`config.mk`:
```
export PLATFORM = sky130hd
export DESIGN_NAME = fsm_ncycles_high_multi
export DESIGN_NICKNAME = d
export VERILOG_FILES = /design/src/rtl/fsm_ncycles_high_multi.sv
export SDC_FILE = /design/constraint.sdc
export NUM_CORES = 1
export LEC_CHECK = 0
export CAP_MARGIN = 20
export CORE_UTILIZATION = 60
export CTS_CLUSTER_DIAMETER = 100
export DETAILED_ROUTE_END_ITERATION = 8
export GPL_TIMING_DRIVEN = 0
export MAX_ROUTING_LAYER = met4
export PLACE_DENSITY = 0.84
export SLEW_MARGIN = 20
export SYNTH_ARGS = -nofsm -noshare
export SYNTH_HDL_FRONTEND = slang
export SYNTH_SLANG_ARGS = --single-unit
```
`constraint.sdc`:
```
create_clock -name clk -period 3 [get_ports clk]
set_clock_uncertainty 0.2 [all_clocks]
set_input_delay 0.6 -clock clk [delete_from_list [all_inputs] [get_ports clk]]
set_output_delay 0.6 -clock clk [all_outputs]
set_load 0.01 [all_outputs]
```
`src/rtl/fsm_ncycles_high_multi.sv`:
```
// Multi-channel trigger-to-window generator: each trigger opens a window of
// programmable length on y[i], optionally followed by a lockout gap.
module fsm_ncycles_high_multi #(
    parameter int unsigned CHANNELS   = 4,
    parameter int unsigned CNT_W      = 8,
    parameter int unsigned GAP_CYCLES = 0,
    parameter bit          EDGE_MODE  = 1'b0,
    parameter bit          RETRIGGER  = 1'b0
) (
    input  logic                clk,
    input  logic                rst,
    input  logic                en,
    input  logic [CHANNELS-1:0] x,
    input  logic [CNT_W-1:0]    len,
    output logic [CHANNELS-1:0] y,
    output logic [CHANNELS-1:0] done,
    output logic                busy
);

    typedef enum logic [1:0] {StIdle, StHigh, StGap} state_e;

    localparam logic [CNT_W-1:0] GapLoad = (GAP_CYCLES > 0) ? CNT_W'(GAP_CYCLES - 1) : '0;

    state_e              state_q [CHANNELS];
    state_e              state_d [CHANNELS];
    logic [CNT_W-1:0]    cnt_q   [CHANNELS];
    logic [CNT_W-1:0]    cnt_d   [CHANNELS];
    logic [CHANNELS-1:0] x_q;
    logic [CHANNELS-1:0] trig;
    logic [CHANNELS-1:0] y_q, y_d;
    logic [CHANNELS-1:0] done_q, done_d;
    logic                busy_q, busy_d;
    logic [CNT_W-1:0]    load_val;

    // len of 0 behaves as 1, so the reload value saturates at 0.
    assign load_val = (len == '0) ? '0 : len - CNT_W'(1);
    assign trig     = EDGE_MODE ? (x & ~x_q) : x;

    always_comb begin
        busy_d = 1'b0;
        for (int i = 0; i < int'(CHANNELS); i++) begin
            state_d[i] = state_q[i];
            cnt_d[i]   = cnt_q[i];
            done_d[i]  = 1'b0;
            if (en) begin
                unique case (state_q[i])
                    StIdle: begin
                        if (trig[i]) begin
                            state_d[i] = StHigh;
                            cnt_d[i]   = load_val;
                        end
                    end
                    StHigh: begin
                        if (RETRIGGER && trig[i]) begin
                            cnt_d[i] = load_val;
                        end else if (cnt_q[i] != '0) begin
                            cnt_d[i] = cnt_q[i] - CNT_W'(1);
                        end else begin
                            done_d[i]  = 1'b1;
                            state_d[i] = (GAP_CYCLES > 0) ? StGap : StIdle;
                            cnt_d[i]   = GapLoad;
                        end
                    end
                    StGap: begin
                        if (cnt_q[i] != '0) begin
                            cnt_d[i] = cnt_q[i] - CNT_W'(1);
                        end else begin
                            state_d[i] = StIdle;
                        end
                    end
                    default: begin
                        state_d[i] = StIdle;
                        cnt_d[i]   = '0;
                    end
                endcase
            end
            y_d[i] = (state_d[i] == StHigh);
            busy_d = busy_d | (state_d[i] != StIdle);
        end
    end

    // x_q tracks x even while en=0 so edges seen during a freeze are not replayed.
    always_ff @(posedge clk or posedge rst) begin
        if (rst) begin
            for (int i = 0; i < int'(CHANNELS); i++) begin
                state_q[i] <= StIdle;
                cnt_q[i]   <= '0;
            end
            x_q    <= '0;
            y_q    <= '0;
            done_q <= '0;
            busy_q <= 1'b0;
        end else begin
            for (int i = 0; i < int'(CHANNELS); i++) begin
                state_q[i] <= state_d[i];
                cnt_q[i]   <= cnt_d[i];
            end
            x_q    <= x;
            y_q    <= y_d;
            done_q <= done_d;
            busy_q <= busy_d;
        end
    end

    assign y    = y_q;
    assign done = done_q;
    assign busy = busy_q;

endmodule
```
placed.png
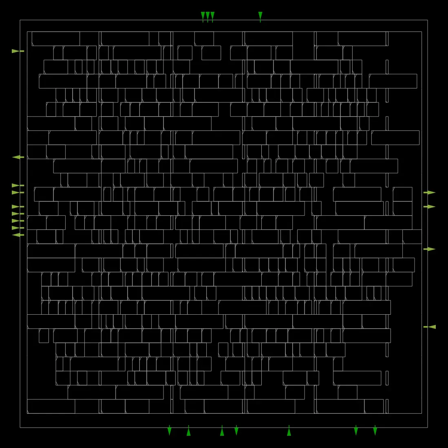
Seq area share: 31.2%
row cnt: 27

m2.png
Cells faint in the background.
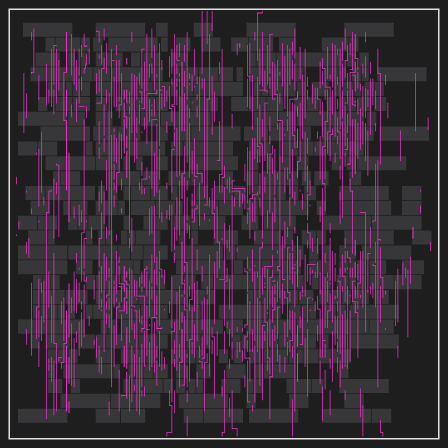
wire length on this layer: 4140 µm
nets with wire on the layer: 398
share of all routed wire: 47%
main direction: vertical

m1.png
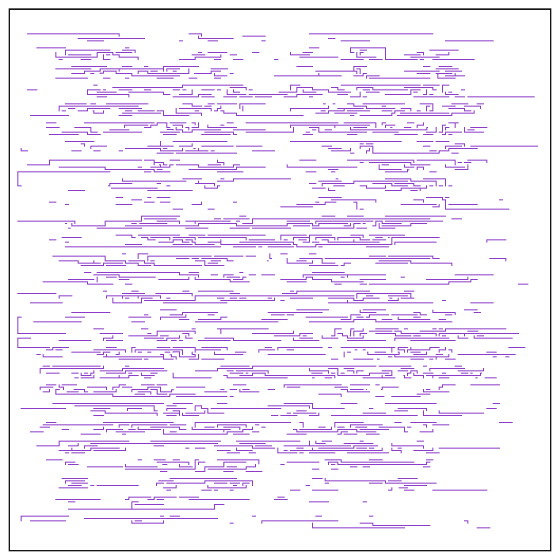
wire length on this layer: 3790 µm
share of all routed wire: 43%
nets with wire on the layer: 435
main direction: horizontal
longest straight run: 25.8 µm

-- report_power, final --
part           switching [mW]  leakage, nW  internal (mW)
Sequential              0.276        0.588          0.910
Clock                   0.232       0.0450          0.163
Combinational           0.957         1.05          0.758
-- sequential cells by signal (all words and copies together) (netlist names) --
register / flops
y: 4
state_q: 8
done: 4
cnt_q: 32
busy: 1
-- layout make-up --
type	count	area (µm²)
Buffer	7	37.5
Tap cell	72	90.1
Multi-Input combinational cell	315	2120
Fill cell	446	1650
Clock inverter	2	10.0
Sequential cell	49	1230
Inverter	31	116
Clock buffer	6	72.6
Timing Repair Buffer	24	250
-- metal layers --
| metal | track usage, % | vias up |
|---|---|---|
| met3 | 4.42 | 23 |
| met1 | 42.0 | 1582 |
| met4 | 10.6 | 0 |
| met2 | 50.4 | 156 |
| li1 | - | 1549 |
| met5 | - | - |
==> metrics.yaml <==
outcome: "completed"
finalCoreUtilization_pct: 70.4
r2r_slack_ns: 0.46
crit_type: "in -> reg"
r2r-start: "cnt_q[0]$_DFFE_PP0P_"
yosys_warnings: 0
die_x_um: 78.4
initialDrtViolationCount: 424
cts_made_buffers: 5
ir_worst_vdd_v: 0.000627
placed_cell_area_um2: 3840
path_delay_family: "simple AND/OR/NAND/NOR gates"
critPathLaunch: "len[0]"
dieHeight_um: 78.4
cts-root-buf: "clkbuf_8"
holdPathEnd: "cnt_q[14]$_DFFE_PP0P_"
hold_viol_final: 0
crit_end: "cnt_q[10]$_DFFE_PP0P_"
cts-resized-gates: 0
ioPinCount: 24
cpPeakStageDelay_ns: 0.55
grt_max_degree: 35
cp_num_buf_inv: 2
setup_viol_count_final: 0
routed_via_density: 6.54
antenna_cells: 0
path_clk_slew_ns: 0.10
most-common-layout-cells: "dfrtp_1, nor2_1, o21ai_0"
min_from: "cnt_q[14]$_DFFE_PP0P_"
gp_congestion: 0.947
ys_seq_share_pct: 35.0
chipArea_um2: 6150
ys_cells: 402
top_cell_area_share_pct: 35.0
htreeDepth: 2
largest_area_cell: "dfrtp_1"
adder_share_pct: 9.29
routed_wl_um: 8750
leakagePower_nw: 1.68
slowest_stage: "nor4b_1"
warnings: 43
Power is estimated from default activity; no workload was simulated.
